Figure 1. Supply network (run 1).
Pins as bars on the die edge.
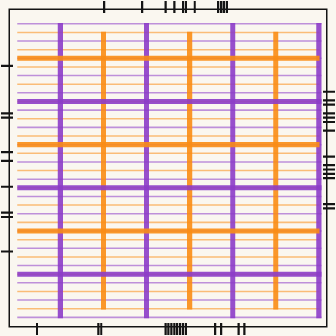
Figure 2. Cells coloured by class (run 1).
Scale bar: 20 µm.
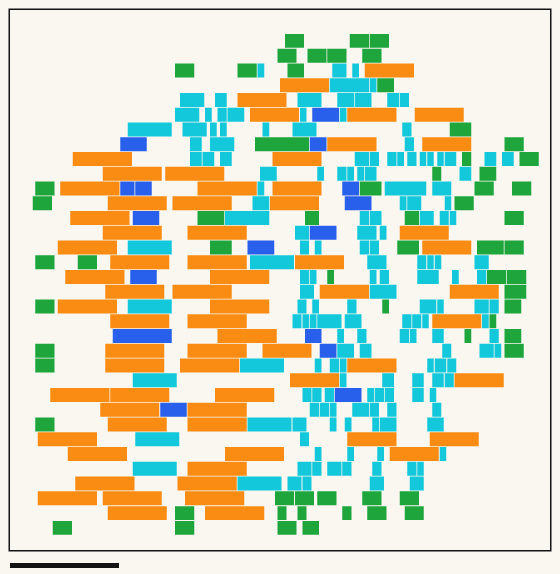
Figure 3. Clock network drawn from the DEF (run 1).
Scale bar: 20 µm.
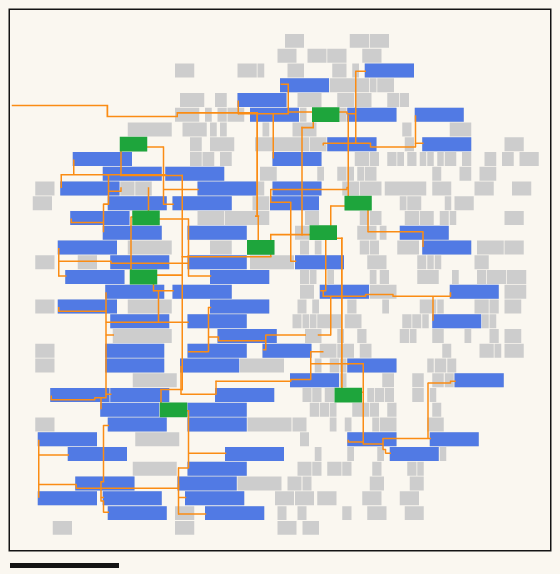
Figure 4. Wiring by layer (run 1).
Two of the layers only.
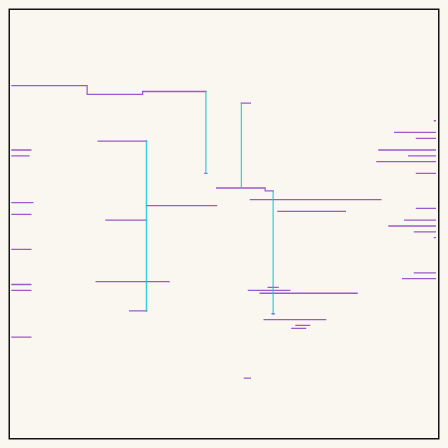
**config.mk**
```make
export PLATFORM = sky130hd
export DESIGN_NAME = bp_table_scheduler
export DESIGN_NICKNAME = d
export VERILOG_FILES = /design/src/rtl/bp_table_scheduler.sv
export SDC_FILE = /design/constraint.sdc
export NUM_CORES = 1
export LEC_CHECK = 0
export CAP_MARGIN = 20
export CORE_MARGIN = 2
export CORE_UTILIZATION = 35
export CTS_BUF_LIST = sky130_fd_sc_hd__clkbuf_8
export CTS_CLUSTER_DIAMETER = 40
export DETAILED_ROUTE_END_ITERATION = 10
export GPL_TIMING_DRIVEN = 0
export PLACE_DENSITY = 0.57
export SYNTH_ARGS = -nofsm -noshare
export SYNTH_HDL_FRONTEND = slang
export SYNTH_SLANG_ARGS = --single-unit
```
**constraint.sdc**
```tcl
create_clock -name clock_i -period 4.2 [get_ports clock_i]
set_clock_uncertainty 0.1 [all_clocks]
set_input_delay 1.26 -clock clock_i [delete_from_list [all_inputs] [get_ports clock_i]]
set_output_delay 1.26 -clock clock_i [all_outputs]
set_load 0.02 [all_outputs]
```
**src/rtl/bp_table_scheduler.sv**
```systemverilog
// bp_table_scheduler: arbitrates one single-ported 2-bit counter table between
// fetch lookups and retire training updates. The table is cleared after reset,
// updates are queued in a small FIFO, and one FSM sequences every access.
// Optional: define BP_UPD_PRIO_EN to let a full FIFO drain ahead of lookups.
module bp_table_scheduler #(
  parameter int          IDX_W      = 10,
  parameter int          FIFO_DEPTH = 4,
  parameter logic [1:0]  INIT_VAL   = 2'b00,
  localparam int         PW         = $clog2(FIFO_DEPTH),
  localparam int         CW         = $clog2(FIFO_DEPTH) + 1
) (
  input  logic             clock_i,
  input  logic             reset_i,
  input  logic             pred_valid_i,
  input  logic [IDX_W-1:0] pred_idx_i,
  output logic             pred_ready_o,
  output logic             pred_resp_valid_o,
  output logic             pred_taken_o,
  input  logic             upd_valid_i,
  input  logic [IDX_W-1:0] upd_idx_i,
  input  logic             upd_outcome_i,
  output logic             upd_ready_o,
  output logic             tbl_en_o,
  output logic             tbl_we_o,
  output logic [IDX_W-1:0] tbl_addr_o,
  output logic [1:0]       tbl_wdata_o,
  input  logic [1:0]       tbl_rdata_i,
  output logic             init_done_o,
  output logic [CW-1:0]    fifo_count_o
);

  typedef enum logic [2:0] {INIT, IDLE, PRED_RSP, UPD_RD, UPD_WR} state_t;

  state_t             state_q;
  logic               wr_en_q;      // registered write strobe (INIT and UPD_WR)
  logic [IDX_W-1:0]   wr_addr_q;    // doubles as the init pointer
  logic [1:0]         wr_data_q;    // holds the trained counter between UPD_RD and UPD_WR
  logic               init_done_q;

  logic [IDX_W-1:0]   fifo_idx_q [FIFO_DEPTH];
  logic               fifo_out_q [FIFO_DEPTH];
  logic [PW-1:0]      wp_q, rp_q;
  logic [CW-1:0]      cnt_q, cnt_d;

  logic full, empty, drain_first, idle, pred_acc, drain_go, rd_en, push, pop;
  logic [IDX_W-1:0] head_idx;
  logic             head_out;

  // Hysteresis counter: taken 00->01->11, 10->11; not taken 11->10, else ->00.
  function automatic logic [1:0] next_ctr(input logic [1:0] c, input logic t);
    logic [1:0] n;
    n = 2'b00;
    if (t) n = (c == 2'b00) ? 2'b01 : 2'b11;
    else   n = (c == 2'b11) ? 2'b10 : 2'b00;
    return n;
  endfunction

  assign full     = (cnt_q == CW'(FIFO_DEPTH));
  assign empty    = (cnt_q == '0);
  assign head_idx = fifo_idx_q[rp_q];
  assign head_out = fifo_out_q[rp_q];
  assign idle     = (state_q == IDLE);

`ifdef BP_UPD_PRIO_EN
  assign drain_first = full;
`else
  assign drain_first = 1'b0;
`endif

  assign pred_ready_o      = idle && !drain_first;
  assign pred_acc          = pred_ready_o && pred_valid_i;
  assign drain_go          = idle && !empty && !pred_acc;
  assign rd_en             = pred_acc || drain_go;

  // Reads are issued combinationally from IDLE; writes come from registers so
  // reset kills them immediately.
  assign tbl_en_o          = wr_en_q || rd_en;
  assign tbl_we_o          = wr_en_q;
  assign tbl_addr_o        = wr_en_q ? wr_addr_q : (pred_acc ? pred_idx_i : (drain_go ? head_idx : '0));
  assign tbl_wdata_o       = wr_data_q;

  assign pred_resp_valid_o = (state_q == PRED_RSP);
  assign pred_taken_o      = pred_resp_valid_o && tbl_rdata_i[1];
  assign init_done_o       = init_done_q;
  assign upd_ready_o       = init_done_q && !full;
  assign fifo_count_o      = cnt_q;

  assign push  = upd_valid_i && upd_ready_o;
  assign pop   = (state_q == UPD_WR);
  assign cnt_d = cnt_q + CW'(push) - CW'(pop);

  // Table access sequencer: clear, arbitrate, lookup response, read-modify-write.
  always_ff @(posedge clock_i or posedge reset_i) begin
    if (reset_i) begin
      state_q     <= INIT;
      wr_en_q     <= 1'b0;
      wr_addr_q   <= '0;
      wr_data_q   <= 2'b00;
      init_done_q <= 1'b0;
    end else begin
      case (state_q)
        INIT: begin
          if (!wr_en_q) begin
            wr_en_q   <= 1'b1;
            wr_addr_q <= '0;
            wr_data_q <= INIT_VAL;
          end else if (wr_addr_q != '1) begin
            wr_addr_q <= wr_addr_q + 1'b1;
          end else begin
            wr_en_q     <= 1'b0;
            init_done_q <= 1'b1;
            state_q     <= IDLE;
          end
        end
        IDLE: begin
          if (pred_acc)      state_q <= PRED_RSP;
          else if (drain_go) state_q <= UPD_RD;
        end
        PRED_RSP: state_q <= IDLE;
        UPD_RD: begin
          wr_en_q   <= 1'b1;
          wr_addr_q <= head_idx;
          wr_data_q <= next_ctr(tbl_rdata_i, head_out);
          state_q   <= UPD_WR;
        end
        UPD_WR: begin
          wr_en_q <= 1'b0;
          state_q <= IDLE;
        end
        default: state_q <= INIT;
      endcase
    end
  end

  // Update FIFO pointers and occupancy.
  always_ff @(posedge clock_i or posedge reset_i) begin
    if (reset_i) begin
      wp_q  <= '0;
      rp_q  <= '0;
      cnt_q <= '0;
    end else begin
      if (push) wp_q <= wp_q + 1'b1;
      if (pop)  rp_q <= rp_q + 1'b1;
      cnt_q <= cnt_d;
    end
  end

  // Update FIFO storage; contents are don't-care until pushed.
  always_ff @(posedge clock_i) begin
    if (push) begin
      fifo_idx_q[wp_q] <= upd_idx_i;
      fifo_out_q[wp_q] <= upd_outcome_i;
    end
  end

endmodule

```
==> flow_metrics.env, run 1 <==
# source this file to load flow results
export IMPL_dr_wl_met2_mm=3.37
export IMPL_ys_types=40
export IMPL_critical_path_top_delay_family="buffers and inverters"
export IMPL_startpoint="pred_valid_i"
export IMPL_place_inst=404
export IMPL_drive_gt1_share_pct=15.0
export IMPL_drv_slew=0
export IMPL_drt_met1_wl_mm=3.03
export IMPL_multi_input_comb_cells=155
export IMPL_p_leak_uw=0.00151
export IMPL_fp_utilization_pct=36.3
export IMPL_cp_required_ps=2840
export IMPL_antenna_left=0
export IMPL_status="complete, no violations"
export IMPL_setup_viol=0
export IMPL_buffer_area_share_pct=14.8
export IMPL_grt_first_pass_wirelength_mm=11.1
export IMPL_clock_path_buffers=2
export IMPL_yosys_warnings=0
export IMPL_area_growth_pct=26.6
export IMPL_power_density_nw_per_um2=598
export IMPL_tap_cells=108
export IMPL_slew_headroom_pct=60.0
export IMPL_lay_top_cells="edfxtp_1 (44), clkdlybuf4s50_1 (36), nand2_1 (27), o21ai_0 (27), dfrtp_1 (24)"
export IMPL_clk_latency_ps=350
export IMPL_clk_share_pct=5.08
export IMPL_num_antenna_cells=0
export IMPL_total_power_uw=2420
export IMPL_first_iter_violations=96
export IMPL_io_pins=49
export IMPL_p_comb_share_pct=39.8
export IMPL_largest_registers="fifo_idx_q (40), wr_addr_q (10), fifo_out_q (4)"
export IMPL_fa_ha_area_share_pct=3.68
export IMPL_crit_path_end_kind="output port"
export IMPL_utilization_pct=45.9
export IMPL_path_depth=6
export IMPL_xor_area_share_pct=1.37
export IMPL_cts_sinks=68
export IMPL_crit_type="in -> out"
export IMPL_cts_hold_buf=0
export IMPL_seq_share_pct=47.5
export IMPL_synth_main_ff_cell="edfxtp_1"
export IMPL_wire_per_inst_um=16.3
export IMPL_yosys_cells=248
export IMPL_largest_register="fifo_idx_q"
export IMPL_tool_warnings=29
export IMPL_ys_ff=68
export IMPL_viasPerCell=5.11
export IMPL_cts_tree="built"
export IMPL_comb_area_um2=1140
export IMPL_rsz0062_at_grt="false"
export IMPL_root_buffer="clkbuf_8"
export IMPL_p_seq_share_pct=37.1
export IMPL_synthCells=248
export IMPL_postSynthAreaPerCell_um2=12.9
export IMPL_cpMaxStageDelayCell="nor4_4"
export IMPL_mux_share_pct=8.07
export IMPL_gr_usage_met2_pct=24.2
export IMPL_grt_pass1_vias=2172
export IMPL_gp_congestion=0.832
export IMPL_most_common_cell="edfxtp_1"
export IMPL_ys_sh_simple_pct=10.9
export IMPL_grtUsageMet1_pct=19.6
export IMPL_largest_reg_flops=40
export IMPL_die_area_um2=9910
export IMPL_syn_nets=283
export IMPL_crit_end="tbl_addr_o[0]"
export IMPL_common_cells="edfxtp_1 (44), nand2_1 (27), o21ai_0 (27)"
export IMPL_netlist_top_cells_area="edfxtp_1 (41%), dfrtp_1 (19%), mux4_2 (7.8%)"
export IMPL_rrSetupSlack_ps=1540
About Figure 1:
Key: orange = VDD; purple = VSS
7 straps on met4. 35 met1 rails follow the rows. 6 straps on met5. The core has 34 rows.
Horiz. Die Dim: 99.5 µm
core area: 8810 µm²
die height: 99.5 µm
Peak VDD IR: 0.197 mV

About Figure 2:
Key: blue = clock drivers and dummy loads [cells 16]; cyan = all other logic [cells 167]; green = other buffers and delay cells [cells 63]; orange = flip-flops [cells 68]

About Figure 3:
Key: orange = clock wires [length 888 µm]; green = cells driving clock nets [count 9]; blue = flip-flops [count 68]
There are 10 routed clock nets. Position of the flops: spread over the die.

About Figure 4:
Key: cyan = met4 [wire length 107 µm]; purple = met3 [wire length 351 µm]

==> inputs of run 2 (changes only) <==
--- a/config.mk
+++ b/config.mk
@@ -9,7 +9,7 @@
 export CORE_MARGIN = 2
 export CORE_UTILIZATION = 35
 export CTS_BUF_LIST = sky130_fd_sc_hd__clkbuf_8
-export CTS_CLUSTER_DIAMETER = 40
+export CTS_CLUSTER_DIAMETER = 200
 export DETAILED_ROUTE_END_ITERATION = 10
 export GPL_TIMING_DRIVEN = 0
 export PLACE_DENSITY = 0.57
==> constraint.sdc (replaced) <==
create_clock -name clock_i -period 3.9 [get_ports clock_i]
set_clock_uncertainty 0.1 [all_clocks]
set_input_delay 1.17 -clock clock_i [delete_from_list [all_inputs] [get_ports clock_i]]
set_output_delay 1.17 -clock clock_i [all_outputs]
set_load 0.02 [all_outputs]
==> flow_metrics.env, run 2 <==
# source this file to load flow results
export IMPL_xor_area_share_pct=1.37
export IMPL_postSynthAreaPerCell_um2=12.9
export IMPL_fp_coreArea_um2=8810
export IMPL_p_seq_share_pct=37.2
export IMPL_p_leak_uw=0.00150
export IMPL_netlist_top_cells_area="edfxtp_1 (41%), dfrtp_1 (19%), mux4_2 (7.8%)"
export IMPL_seq_share_pct=47.7
export IMPL_io_pins=49
export IMPL_grt_first_pass_wirelength_mm=11.2
export IMPL_startpoint="pred_valid_i"
export IMPL_tap_cells=108
export IMPL_place_inst=404
export IMPL_vdd_drop_max_mv=0.211
export IMPL_status="complete, no violations"
export IMPL_most_common_cell="edfxtp_1"
export IMPL_power_density_nw_per_um2=645
export IMPL_yosys_cells=248
export IMPL_crit_path_end_kind="output port"
export IMPL_rsz0062_at_grt="false"
export IMPL_die_area_um2=9910
export IMPL_rrSetupSlack_ps=1230
export IMPL_mux_share_pct=8.07
export IMPL_largest_registers="fifo_idx_q (40), wr_addr_q (10), fifo_out_q (4)"
export IMPL_cp_required_ps=2630
export IMPL_tool_warnings=29
export IMPL_ys_ff=68
export IMPL_total_power_uw=2600
export IMPL_drive_gt1_share_pct=16.2
export IMPL_multi_input_comb_cells=155
export IMPL_crit_end="tbl_addr_o[1]"
export IMPL_cts_tree="built"
export IMPL_critical_path_top_delay_family="buffers and inverters"
export IMPL_setup_viol=0
export IMPL_drv_slew=0
export IMPL_slew_headroom_pct=60.0
export IMPL_yosys_warnings=0
export IMPL_die_h_um=99.5
export IMPL_drt_met1_wl_mm=3.07
export IMPL_fa_ha_area_share_pct=3.68
export IMPL_clk_share_pct=5.09
export IMPL_syn_nets=283
export IMPL_ys_types=40
export IMPL_gr_usage_met2_pct=24.3
export IMPL_common_cells="edfxtp_1 (44), nand2_1 (27), o21ai_0 (27)"
export IMPL_path_depth=5
export IMPL_p_comb_share_pct=39.8
export IMPL_die_w_um=99.5
export IMPL_buffer_area_share_pct=14.6
export IMPL_antenna_left=0
export IMPL_wire_per_inst_um=16.3
export IMPL_cts_hold_buf=0
export IMPL_dr_wl_met2_mm=3.38
export IMPL_crit_type="in -> out"
export IMPL_viasPerCell=5.11
Figure 5. Clock network drawn from the DEF (run 2).
Scale bar: 20 µm.
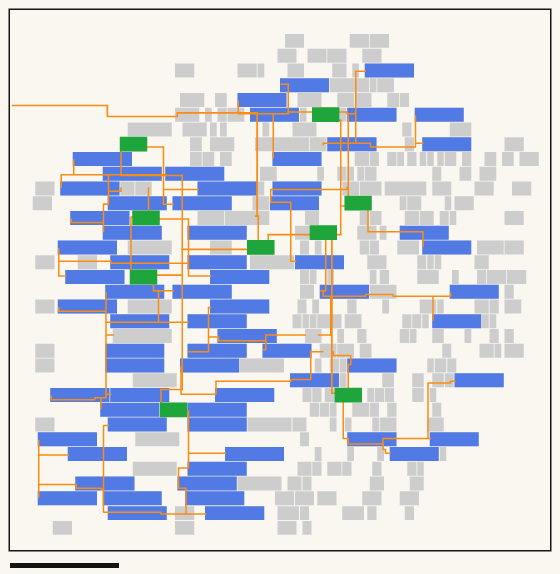
Key: green = cells driving clock nets [count 9]; orange = clock wires [length 882 µm]; blue = flip-flops [count 68]
Position of the flops: spread over the die.
Insertion Delay late pin: 350 ps
Clock power frac: 23.0%

Figure 6. The clock network (run 2).
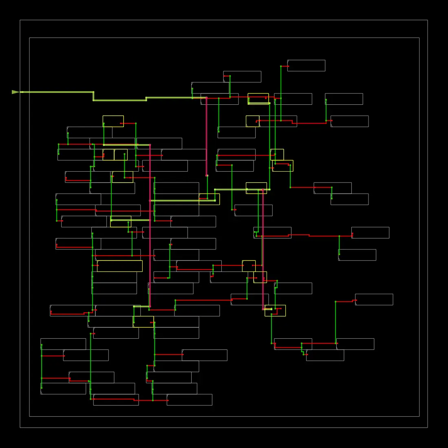
TritonCTS Buffers: 9
clock network power: 599 µW
CTS Sinks: 68
clock buffer count: 9

==> inputs of run 3 (changes only) <==
--- a/config.mk
+++ b/config.mk
@@ -7,12 +7,12 @@
 export LEC_CHECK = 0
 export CAP_MARGIN = 20
 export CORE_MARGIN = 2
-export CORE_UTILIZATION = 35
+export CORE_UTILIZATION = 55
 export CTS_BUF_LIST = sky130_fd_sc_hd__clkbuf_8
 export CTS_CLUSTER_DIAMETER = 200
 export DETAILED_ROUTE_END_ITERATION = 10
 export GPL_TIMING_DRIVEN = 0
-export PLACE_DENSITY = 0.57
+export PLACE_DENSITY = 0.82
 export SYNTH_ARGS = -nofsm -noshare
 export SYNTH_HDL_FRONTEND = slang
 export SYNTH_SLANG_ARGS = --single-unit
==> flow_metrics.env, run 3 <==
# source this file to load flow results
export IMPL_pwr_share_clk_pct=23.0
export IMPL_io_pins=49
export IMPL_place_inst=368
export IMPL_lay_top_count="edfxtp_1"
export IMPL_synth_seq_share_pct=60.2
export IMPL_antenna_left=0
export IMPL_path_depth=6
export IMPL_cts_tree="built"
export IMPL_yosys_area_share_aoi_pct=11.2
export IMPL_die_area_um2=6430
export IMPL_ys_types=40
export IMPL_power_density_nw_per_um2=657
export IMPL_wire_per_inst_um=17.7
export IMPL_utilization_pct=71.4
export IMPL_port_buffers=48
export IMPL_grtUsageMet1_pct=31.0
export IMPL_cts_hold_buf=0
export IMPL_dominant_cells="flip-flops and latches"
export IMPL_min_from="tbl_wdata_o[1]"
export IMPL_drv_slew=0
export IMPL_clk_latency_ps=340
export IMPL_multi_input_comb_cells=155
export IMPL_p_seq_share_pct=37.0
export IMPL_wl_mm=6.83
export IMPL_most_common_cell="edfxtp_1"
export IMPL_ctsResizeCount=23
export IMPL_fa_ha_area_share_pct=3.68
export IMPL_drive_gt1_share_pct=14.1
export IMPL_netlist_top_cells_area="edfxtp_1 (41%), dfrtp_1 (19%), mux4_2 (7.8%)"
export IMPL_postSynthAreaPerCell_um2=12.9
export IMPL_grt_busiest_layer="met2"
export IMPL_tool_warnings=30
export IMPL_p_leak_uw=0.00149
export IMPL_dr_wl_met2_mm=3.43
export IMPL_drt_met1_wl_mm=2.87
export IMPL_ys_ff=68
export IMPL_cts_sinks=68
export IMPL_clock_buffer_count=9
export IMPL_largest_registers="fifo_idx_q (40), wr_addr_q (10), fifo_out_q (4)"
export IMPL_synth_edff_count=44
export IMPL_grt_first_pass_wirelength_mm=11.0
export IMPL_viasPerCell=5.78
export IMPL_grt_usage_pct=23.4
export IMPL_powerClk_uw=602
export IMPL_seq_share_pct=48.3
export IMPL_power_switching_uw=930
export IMPL_buffer_area_share_pct=14.6
export IMPL_regArea_um2=1920
export IMPL_tap_cells=72
export IMPL_slew_headroom_pct=37.0
export IMPL_syn_nets=283
export IMPL_rsz0062_at_grt="true"
export IMPL_total_power_uw=2620
export IMPL_xor_area_share_pct=1.37
export IMPL_clk_share_pct=5.22
export IMPL_p_comb_share_pct=40.0
export IMPL_rr_worst_depth=10
export IMPL_crit_end="tbl_addr_o[1]"
export IMPL_cp_required_ps=2630
export IMPL_rrSetupSlack_ps=1040
export IMPL_logic_family="AND-OR/OR-AND gates"
export IMPL_status="complete, no violations"
export IMPL_mux_share_pct=8.07
export IMPL_yosys_cells=248
export IMPL_async_reset_ff_share_pct=35.3
export IMPL_crit_path_end_kind="output port"
export IMPL_crit_type="in -> out"
export IMPL_yosys_warnings=0
export IMPL_startpoint="pred_valid_i"
export IMPL_cts_buffers=9
export IMPL_common_cells="edfxtp_1 (44), nand2_1 (27), o21ai_0 (27)"
export IMPL_gr_usage_met2_pct=38.6
export IMPL_setup_viol=0
export IMPL_critical_path_top_delay_family="buffers and inverters"
export IMPL_fmax_mhz=260
export IMPL_cpMaxStageDelayCell="dlygate4sd2_1"
Figure 7. Clock network drawn from the DEF (run 3).
Scale bar: 20 µm.
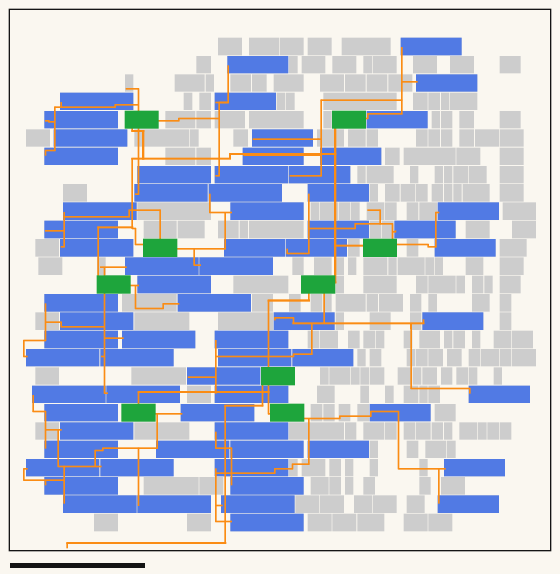
Key: orange = clock wires [length 739 µm]; blue = flip-flops [count 68]; green = cells driving clock nets [count 9]
There are 10 routed clock nets. Position of the flops: spread over the die.

Figure 8. Supply network (run 3).
Pins as bars on the die edge.
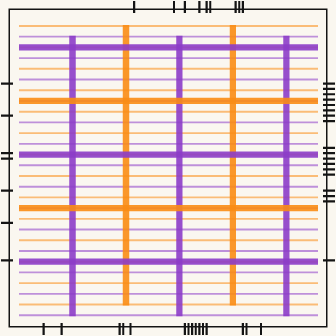
die height: 80.2 µm
Horiz. Die Dim: 80.2 µm
Peak VDD IR: 0.360 mV
core area: 5570 µm²

Power figures rest on the tool's default switching activity, not on a simulated workload.
